**Run 1: cell placement**

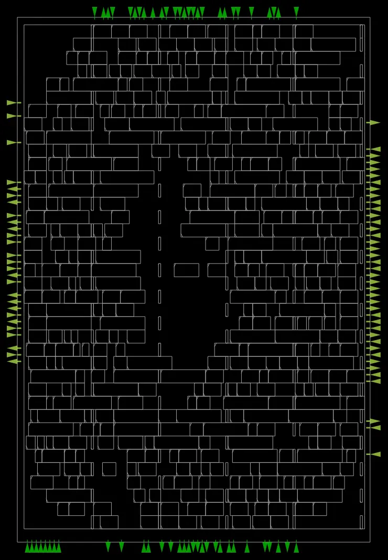
**Run 1: selected gate families**

Scale: 3 px per micron.
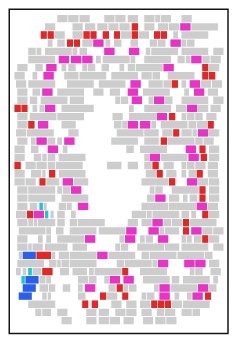
**Run 1: wire density map**

Scale: 2 px per micron. 14 x 22 tiles, from dark purple (low) to yellow (high), scaled to the fullest tile. Values are wire area over tile area, all layers added.
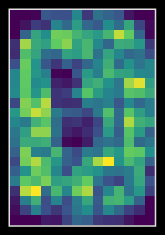
$ cat src/rtl/des_key_schedule_rev_if.sv
// Key-schedule stream bundle: start/key request in, subkey valid/ready stream out.
// With DES_KEY_PARITY_CHECK_EN defined the bundle also carries key_parity_err.
interface des_key_schedule_rev_if;
    logic        start;
    logic [1:64] key_in;
    logic [1:48] round_key;
    logic [4:0]  round_num;
    logic        key_valid;
    logic        key_ready;
    logic        key_last;
    logic        busy;
    logic        done;
`ifdef DES_KEY_PARITY_CHECK_EN
    logic        key_parity_err;

    modport master (output start, key_in, key_ready,
                    input  round_key, round_num, key_valid, key_last, busy, done, key_parity_err);
    modport slave  (input  start, key_in, key_ready,
                    output round_key, round_num, key_valid, key_last, busy, done, key_parity_err);
`else
    modport master (output start, key_in, key_ready,
                    input  round_key, round_num, key_valid, key_last, busy, done);
    modport slave  (input  start, key_in, key_ready,
                    output round_key, round_num, key_valid, key_last, busy, done);
`endif
endinterface

$ cat src/rtl/des_key_schedule_rev.sv
// Sequential DES subkey generator: K16..K1 via right rotations (KEY_ORDER=1) or K1..K16 via
// left rotations (KEY_ORDER=0). Optional key parity flag under DES_KEY_PARITY_CHECK_EN.
module des_key_schedule_rev #(
    parameter int KEY_ORDER = 1
) (
    input  logic               clk,
    input  logic               rst_n,
    des_key_schedule_rev_if.slave bus
);
    localparam int PC1_TAB [56] = '{
        57,49,41,33,25,17, 9, 1,58,50,42,34,26,18,
        10, 2,59,51,43,35,27,19,11, 3,60,52,44,36,
        63,55,47,39,31,23,15, 7,62,54,46,38,30,22,
        14, 6,61,53,45,37,29,21,13, 5,28,20,12, 4};
    localparam int PC2_TAB [48] = '{
        14,17,11,24, 1, 5, 3,28,15, 6,21,10,
        23,19,12, 4,26, 8,16, 7,27,20,13, 2,
        41,52,31,37,47,55,30,40,51,45,33,48,
        44,49,39,56,34,53,46,42,50,36,29,32};
    localparam bit       DEC      = (KEY_ORDER != 0);
    localparam logic [4:0] FIRST_RN = DEC ? 5'd16 : 5'd1;
    localparam logic [4:0] LAST_RN  = DEC ? 5'd1  : 5'd16;

    function automatic logic [1:56] pc1(input logic [1:64] k);
        pc1 = '0;
        for (int i = 1; i <= 56; i++) pc1[i] = k[PC1_TAB[i-1]];
    endfunction

    function automatic logic [1:48] pc2(input logic [1:56] cd);
        pc2 = '0;
        for (int i = 1; i <= 48; i++) pc2[i] = cd[PC2_TAB[i-1]];
    endfunction

    // C and D halves rotate independently by one or two places
    function automatic logic [1:56] rot(input logic [1:56] cd, input logic right, input logic two);
        logic [1:28] c, d;
        c = cd[1:28];
        d = cd[29:56];
        if (right) begin
            c = two ? {c[27:28], c[1:26]} : {c[28], c[1:27]};
            d = two ? {d[27:28], d[1:26]} : {d[28], d[1:27]};
        end else begin
            c = two ? {c[3:28], c[1:2]} : {c[2:28], c[1]};
            d = two ? {d[3:28], d[1:2]} : {d[2:28], d[1]};
        end
        rot = {c, d};
    endfunction

    typedef enum logic [1:0] {S_IDLE, S_EMIT, S_DONE} state_t;
    state_t      state, state_nxt;
    logic [1:56] cd;
    logic [4:0]  rn, rn_nxt;
    logic        accept, xfer, last, one_step;

    assign accept = (state == S_IDLE) && bus.start;
    assign xfer   = bus.key_valid && bus.key_ready;
    assign last   = bus.key_valid && (rn == LAST_RN);
    assign rn_nxt = DEC ? rn - 5'd1 : rn + 5'd1;
    assign one_step = DEC ? (rn_nxt == 5'd15 || rn_nxt == 5'd8 || rn_nxt == 5'd1)
                          : (rn_nxt == 5'd1 || rn_nxt == 5'd2 || rn_nxt == 5'd9 || rn_nxt == 5'd16);

    always_ff @(posedge clk or negedge rst_n) begin
        if (!rst_n) state <= S_IDLE;
        else        state <= state_nxt;
    end

    always_comb begin
        state_nxt = state;
        case (state)
            S_IDLE:  if (bus.start) state_nxt = S_EMIT;
            S_EMIT:  if (xfer && last) state_nxt = S_DONE;
            S_DONE:  state_nxt = S_IDLE;
            default: state_nxt = S_IDLE;
        endcase
    end

    // K16 needs no pre-rotation in decrypt order: the 28 left shifts of a full schedule cancel out
    always_ff @(posedge clk or negedge rst_n) begin
        if (!rst_n) begin
            cd <= '0;
            rn <= '0;
        end else if (accept) begin
            cd <= DEC ? pc1(bus.key_in) : rot(pc1(bus.key_in), 1'b0, 1'b0);
            rn <= FIRST_RN;
        end else if (xfer) begin
            if (last) begin
                rn <= '0;
            end else begin
                cd <= rot(cd, DEC, !one_step);
                rn <= rn_nxt;
            end
        end
    end

    assign bus.key_valid = (state == S_EMIT);
    assign bus.busy      = (state == S_EMIT);
    assign bus.done      = (state == S_DONE);
    assign bus.key_last  = last;
    assign bus.round_num = rn;
    assign bus.round_key = bus.key_valid ? pc2(cd) : '0;

`ifdef DES_KEY_PARITY_CHECK_EN
    logic perr;

    // DES keys carry odd parity per byte; any even byte flags the key
    function automatic logic any_even(input logic [1:64] k);
        any_even = 1'b0;
        for (int b = 0; b < 8; b++)
            if (!(^k[8*b+1 +: 8])) any_even = 1'b1;
    endfunction

    always_ff @(posedge clk or negedge rst_n) begin
        if (!rst_n)      perr <= 1'b0;
        else if (accept) perr <= any_even(bus.key_in);
    end

    assign bus.key_parity_err = perr;
`else
    logic unused_parity_bits;
    assign unused_parity_bits = ^{bus.key_in[8], bus.key_in[16], bus.key_in[24], bus.key_in[32],
                                  bus.key_in[40], bus.key_in[48], bus.key_in[56], bus.key_in[64]};
`endif
endmodule

$ cat src/flat_wrapper.sv
// flat-port wrapper written by rule: the top's interface ports become plain ports
module des_key_schedule_rev_flat 
#(
    parameter int KEY_ORDER = 1
)
  (clk, rst_n, bus_start, bus_key_in, bus_key_ready, bus_round_key, bus_round_num, bus_key_valid, bus_key_last, bus_busy, bus_done);
  des_key_schedule_rev_if bus_i ();
  input  logic clk;
  input  logic rst_n;
  input wire logic [$bits(bus_i.start)-1:0] bus_start;
  input wire logic [$bits(bus_i.key_in)-1:0] bus_key_in;
  input wire logic [$bits(bus_i.key_ready)-1:0] bus_key_ready;
  output wire logic [$bits(bus_i.round_key)-1:0] bus_round_key;
  output wire logic [$bits(bus_i.round_num)-1:0] bus_round_num;
  output wire logic [$bits(bus_i.key_valid)-1:0] bus_key_valid;
  output wire logic [$bits(bus_i.key_last)-1:0] bus_key_last;
  output wire logic [$bits(bus_i.busy)-1:0] bus_busy;
  output wire logic [$bits(bus_i.done)-1:0] bus_done;
  assign bus_i.start = bus_start;
  assign bus_i.key_in = bus_key_in;
  assign bus_i.key_ready = bus_key_ready;
  assign bus_round_key = bus_i.round_key;
  assign bus_round_num = bus_i.round_num;
  assign bus_key_valid = bus_i.key_valid;
  assign bus_key_last = bus_i.key_last;
  assign bus_busy = bus_i.busy;
  assign bus_done = bus_i.done;
  des_key_schedule_rev #(.KEY_ORDER(KEY_ORDER)) u_core (.clk(clk), .rst_n(rst_n), .bus(bus_i));
endmodule
$ cat config.mk
export PLATFORM = sky130hd
export DESIGN_NAME = des_key_schedule_rev_flat
export DESIGN_NICKNAME = d
export VERILOG_FILES = /design/src/rtl/des_key_schedule_rev_if.sv /design/src/rtl/des_key_schedule_rev.sv /design/src/flat_wrapper.sv
export SDC_FILE = /design/constraint.sdc
export NUM_CORES = 1
export LEC_CHECK = 0
export ABC_CLOCK_PERIOD_IN_PS = 6500
export CAP_MARGIN = 5
export CORE_ASPECT_RATIO = 1.5
export CORE_UTILIZATION = 49
export CTS_CLUSTER_SIZE = 25
export DETAILED_ROUTE_END_ITERATION = 8
export PLACE_DENSITY = 0.89
export SYNTH_ARGS = -nofsm -noshare
export SYNTH_HDL_FRONTEND = slang
export SYNTH_SLANG_ARGS = --single-unit
$ cat constraint.sdc
create_clock -name clk -period 6.5 [get_ports clk]
set_input_delay 1.95 -clock clk [delete_from_list [all_inputs] [get_ports clk]]
set_output_delay 1.95 -clock clk [all_outputs]
set_load 0.01 [all_outputs]
==> results.txt, run 1 <==
fresh numbers from the pnr run: initial antenna violation count 0, cells resized by post-CTS repair 0, DPL Wire Length 5790 microns, status complete, no violations, total power around 2.4 mW, hold_sp u_core.cd[25]$_DFFE_PN0P_, Clock Latency Late Sink about 0.33 ns, R2R setup slack 3.39 ns, synthesized area per cell just over 10 sq um, chip area between 7000 and 8000 sq um, Worst Max-Slew Pin Slew 1.18 ns, Avg WL per Cell 15.8 microns, Yosys reg bits 63, met3 Use GR 5.15%, clock skew ~0.0068 ns, Crit Path Max Fanout 30, Post CTS Setup Buffer Count 0, n_diodes 0, total number of vias approximately 3200, placed cells 545, chip height 108 microns, unrepaired setup endpoints after global routing no, Worst EP required 4.55 ns, Hold WS 0.553 ns, R2R Path Start u_core.state[1]$_DFFE_PN0P_, pin count of the biggest net entering global routing 64, Rel. slew slack a little over a fifth, Critical Path End Type output pin, max-cap violation count 0, Post-Synthesis Cells around 350, Leak ~1.9 nW, Final setup viols 0, Core ar. 7230 sq um, Reg2Reg Depth 7, met2 usage 40.9%, Cells on Worst Hold Path 2, Root Driver clkbuf_8, share of layout cells above drive strength 1 5.87%, min cycle time layout ~4.6 ns, Hold Path End u_core.cd[25]$_DFFE_PN0P_, number of global-route vias before repair around 3100, Clock Path Buffers 2, Distinct lib cells used 29, post-cts hold-fix buffer tally 0, via-per-instance ratio about 5.7, CTS tree done, post-synthesis sequential area ratio 43.3%, Setup TNS 0 ns, fmax 220 MHz, Mapped Area about 3600 sq um, total grt overflow 0, I/O Pins about 130, drt pass-1 iters 4, DIE WIDTH 72.4 microns, worst hold path type register to register, nets@finish 528, Top cell excl fill/tap clkdlybuf4s50_1, Yosys warnings 0, IO Port Bufs around 120, critical path startpoint category register, syn_nets around 430, OpenROAD warning count 37, period utilization 70.0%, 1st-iter DRT viols 306, max-slew violation count 0, Num CTS Buffers 9, Yosys chip area ~3600 sq um, global-route wire length before repair 14100 microns, CTS Sinks 63, Post-Route WL 8820 microns, Setup CP Type register to output pin, H-tree Lvls 3, reg2reg end u_core.bus.round_num[2]$_DFFE_PN0P_, Worst-path clk slew 0.07 ns, most instantiated logic cells after routing clkdlybuf4s50_1 (115), dfrtp_1 (63), mux2i_1 (57)
Notes on 'cell placement' above:
final non-filler cell total: 560
Filler Cell Count: 575
tap cell count: 100
Rows: 38
seq_cells: 63

Notes on 'selected gate families' above:
Key: red = AND and OR gates [cells 51, where widely spread]; magenta = multiplexers [cells 57, where widely spread]; blue = adder and majority cells [cells 4, where south-west]; cyan = inverters [cells 4, where south-west]

Notes on 'wire density map' above:
The mean over all tiles is 0.18. The fullest tile reaches 0.42. 40% of the tiles are over half the peak.

==> run 1: flip-flops by register name, indices dropped and copies added (netlist names) <==
| signal | count |
|---|---|
| u_core.bus.round_num | 5 |
| u_core.state | 2 |
| u_core.cd | 56 |
==> run 1: worst max-delay path, cell delays in order (launching register included) <==
cell	delay (ns)
dfrtp_1	0.43
inv_1	0.10
nand2_1	0.13
inv_1	0.58
buf_4	0.34
and2_1	0.16
clkdlybuf4s50_1	0.53
==> run 1: synth_stat cells (all sizes together) <==
library cell	count	area share [%]
a221o	1	0.27
o211ai	1	0.21
or4b	2	0.65
nor3b	2	0.41
nor4	1	0.17
buf	9	3.3
dfrtp	63	43
o31a	1	0.24
o21bai	1	0.21
xor2	2	0.48
nand2	3	0.31
clkbuf	22	2.3
inv	4	0.41
a21oi	1	0.14
o2111ai	1	0.24
nand3	1	0.14
nand2b	2	0.34
o21ai	63	8.7
a31oi	1	0.58
and2	49	8.4
nor2	7	0.72
a22oi	56	12
ha	4	1.4
mux2i	57	16
==> run 1: power by group <==
group          total, mW  switching, mW  internal (mW)
sequential         0.725          0.168          0.558
combinational       1.31          0.626          0.680
clock              0.360          0.144          0.217
total               2.39          0.937           1.45
==> run 1: worst max-delay path by stage <==
stage	from	to	slack, ns	cells after the start
finish	u_core.state[1]$_DFFE_PN0P_	bus_round_key[43]	1.95	6
global route	u_core.state[1]$_DFFE_PN0P_	bus_round_key[8]	1.72	6
CTS	u_core.state[1]$_DFFE_PN0P_	bus_round_key[30]	1.91	6
detailed placement	u_core.state[1]$_DFFE_PN0P_	bus_round_key[30]	2.27	6
global placement	u_core.state[1]$_DFFE_PN0P_	bus_round_key[41]	2.33	6
floorplan	u_core.bus.round_num[1]$_DFFE_PN0P_	bus_key_last	3.19	4
==> run 1: area by class of cell <==
class                           count  area [sq um]  share of cell area [%]
Clock buffer                       13           179                    3.58
Sequential cell                    63          1580                    31.5
Inverter                            4          15.0                   0.300
Multi-Input combinational cell    256          1870                    37.4
Clock inverter                      2          37.5                   0.750
Timing Repair Buffer              122          1200                    24.0
Tap cell                          100           125                    2.50
==> run 1: kinds of logic after synthesis <==
group / share of synthesized area [%]
compound gates: 22.1
xor+xnor: 0.481
fa+ha+maj: 1.37
buf+inv: 5.98
flops: 43.3
mux: 15.7
simple gates: 11.2
==> run 1: metrics by stage <==
stage                     instance area [sq um]  util [%]  worst slack (ns)
final                                      5000      69.3              1.95
after global routing                       5000      69.3              1.72
after CTS                                  5000      69.3              1.91
after detailed placement                   4790      66.3              2.27
after global placement                     4790      66.3              2.33
after floorplan                            3640         -              3.19
==> run 1: routing by layer <==
layer | share of wire, % | routed length (microns) | vias to the layer above
li1 | - | - | 1502
met4 | 1.5 | 136 | 0
met2 | 53 | 4640 | 105
met1 | 40 | 3570 | 1558
met3 | 5.4 | 478 | 12
met5 | 0 | 0 | -
**Run 1: routed metal, one color a layer**

Scale: 3 px per micron. Two of the layers only.
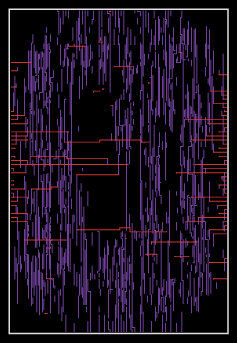

==> run 1 -> run 2 <==
--- a/config.mk
+++ b/config.mk
@@ -5,13 +5,13 @@
 export SDC_FILE = /design/constraint.sdc
 export NUM_CORES = 1
 export LEC_CHECK = 0
-export ABC_CLOCK_PERIOD_IN_PS = 6500
+export ABC_CLOCK_PERIOD_IN_PS = 3820
 export CAP_MARGIN = 5
 export CORE_ASPECT_RATIO = 1.5
-export CORE_UTILIZATION = 49
+export CORE_UTILIZATION = 41
 export CTS_CLUSTER_SIZE = 25
 export DETAILED_ROUTE_END_ITERATION = 8
-export PLACE_DENSITY = 0.89
+export PLACE_DENSITY = 0.79
 export SYNTH_ARGS = -nofsm -noshare
 export SYNTH_HDL_FRONTEND = slang
 export SYNTH_SLANG_ARGS = --single-unit
==> constraint.sdc (replaced) <==
create_clock -name clk -period 3.82 [get_ports clk]
set_input_delay 1.146 -clock clk [delete_from_list [all_inputs] [get_ports clk]]
set_output_delay 1.146 -clock clk [all_outputs]
set_load 0.01 [all_outputs]
**Run 2: routed metal, one color a layer**

Scale: 3 px per micron. Two of the layers only.
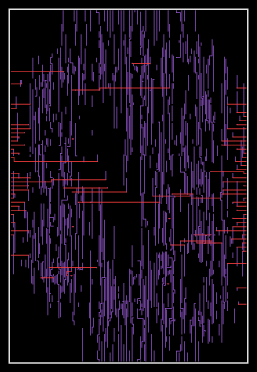
Key: red = met3 [wire length 501 microns]; purple = met2 [wire length 4820 microns]

**Run 2: wire density map**

Scale: 2 px per micron. 16 x 23 tiles, from dark purple (low) to yellow (high), scaled to the fullest tile. Values are wire area over tile area, all layers added.
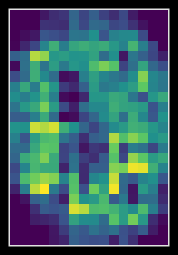
The fullest tile reaches 0.42. 9.5% of the tiles are nearly empty. 32% of the tiles are over half the peak. The mean over all tiles is 0.16.

==> run 2 against run 1 <==
Against the previous run: worst hold slack improved by 0.013 ns; flip-flop count unchanged; sequential power up 71%; clock power rose by 120%; critical endpoint is now bus_key_last.
==> results.txt, run 2 <==
fresh numbers from the pnr run: Worst Path Buf+Inv 2, Clock Latency Late Sink roughly 0.33 ns, PnR worst setup slack 0.359 ns, critical path startpoint category register, drt pass-1 iters 4, top-count cell post-synth dfrtp_1, global-route wire length before repair 15100 microns, Worst-path clk slew 0.05 ns, footprint of the multi-input gates 1870 sq um, total number of vias 3216, Top cell excl fill/tap clkdlybuf4s50_1, Mapped Area 3640 sq um, nets@finish 532, max reg flops 56, IO Port Bufs 116, Core ar. 8520 sq um, 1st-iter DRT viols between 150 and 200, CTS Sinks 63, I/O Pins 125, Yosys warnings 0, max-slew violation count 0, slowest CP cell clkdlybuf4s50_1, Yosys chip area between 3000 and 4000 sq um, clock skew 0.00675 ns, n_diodes 0, worst hold path type register to register, fmax 289 MHz, Setup CP Type register to output pin, Worst EP required 2.67 ns, Post-Synthesis Cells between 300 and 400, Rel. slew slack 44.8%, synthesized area per cell around 10 sq um, count of library flops with an enable pin 0, min cycle time layout 3.46 ns, number of global-route vias before repair roughly 3200, Synth async-reset ratio 100%, Filler Cell Count around 760, Post-Route WL 9400 microns, Critical Path End Type output pin, status complete, no violations, worst slack, placed approximately 0.71 ns, Worst Max-Slew Pin Slew 0.828 ns, dominant cell type by area after synthesis dfrtp_1, chip height 117 microns, Leak 1.98 nW, unrepaired setup endpoints after global routing no, Avg WL per Cell 16.5 microns, share of layout cells above drive strength 1 6.68%, Hold WS about 0.57 ns, crit-path max cell delay 0.56 ns, DIE WIDTH 79.0 microns, top cells by area dfrtp_1 (43%), mux2i_1 (16%), a22oi_1 (12%), Setup TNS 0 ns, most common flop cell mapped by yosys dfrtp_1, chip area 9280 sq um, period utilization around 91%, cells resized by post-CTS repair 0, Clock Path Buffers 2
-- run 2: netlist changes by cell type in the layout (fill, tap and decap cells not counted), sizes merged --
cell | previous run | this run
buf | 7 | 11
clkinv | 0 | 3
clkbuf | 13 | 11
clkinvlp | 1 | 0
-- run 2: final timing paths --
kind | depth (start not counted) | slack [ns] | end | startpoint
setup / recovery | 5 | 0.36 | bus_key_last | u_core.bus.round_num[1]$_DFFE_PN0P_
hold / removal | 2 | 0.57 | u_core.cd[7]$_DFFE_PN0P_ | u_core.cd[7]$_DFFE_PN0P_
setup reg to reg | 8 | 1.16 | u_core.cd[15]$_DFFE_PN0P_ | u_core.bus.round_num[0]$_DFFE_PN0P_
hold reg to reg | 2 | 0.57 | u_core.cd[7]$_DFFE_PN0P_ | u_core.cd[7]$_DFFE_PN0P_
max in group asynchronous | 2 | 2.12 | u_core.cd[49]$_DFFE_PN0P_ | rst_n
min in group asynchronous | 1 | 0.92 | u_core.cd[18]$_DFFE_PN0P_ | rst_n
-- run 2: per-stage QoR --
step / utilization, % / instance area, sq um
after CTS: 60.5 / 5150
after global routing: 60.5 / 5150
after global placement: 57.0 / 4850
after floorplan: - / 3640
after detailed placement: 57.0 / 4850
final: 60.5 / 5150
-- run 2: worst min-delay path, stage by stage, from the launching register on --
cell and delay, ns:
dfrtp_1 0.37, a22oi_1 0.09, o21ai_1 0.07
-- run 2: routing by layer --
metal  vias up  global-route usage (%)  wire (microns)
li1       1507                       -               -
met2       101                    36.0            4820
met4         0                    7.16             129
met3        10                    3.80             500
met1      1598                    24.7            3950
met5         -                       0               0
-- run 2: where the power goes --
group | total [mW] | leakage (nW) | switching [mW] | internal [mW]
clock network | 0.803 | 0.151 | 0.271 | 0.532
logic | 2.28 | 1.02 | 1.09 | 1.19
registers | 1.24 | 0.805 | 0.290 | 0.950
total | 4.32 | 1.98 | 1.65 | 2.67
-- run 2: cell type report --
type | count | area share, %
tap | 107 | 2.60
sequential | 63 | 30.6
inverter | 4 | 0.292
multi-input combinational | 256 | 36.3
timing repair buffer | 126 | 24.4
clock inverter | 4 | 0.875
clock buffer | 11 | 4.91
-- run 2: cell families (layout without fill, tap and decap cells) --
family | Yosys count | in the layout | synth area share (%)
AOI/OAI and AO/OA | 126 | 126 | 22.1
and+or+nand+nor | 67 | 67 | 11.2
DFF | 63 | 63 | 43.3
muxes | 57 | 57 | 15.7
buffers and inverters | 35 | 145 | 5.98
adders and majority gates | 4 | 4 | 1.37
xor gates and xnor gates | 2 | 2 | 0.481
Power figures rest on the tool's default switching activity, not on a simulated workload.
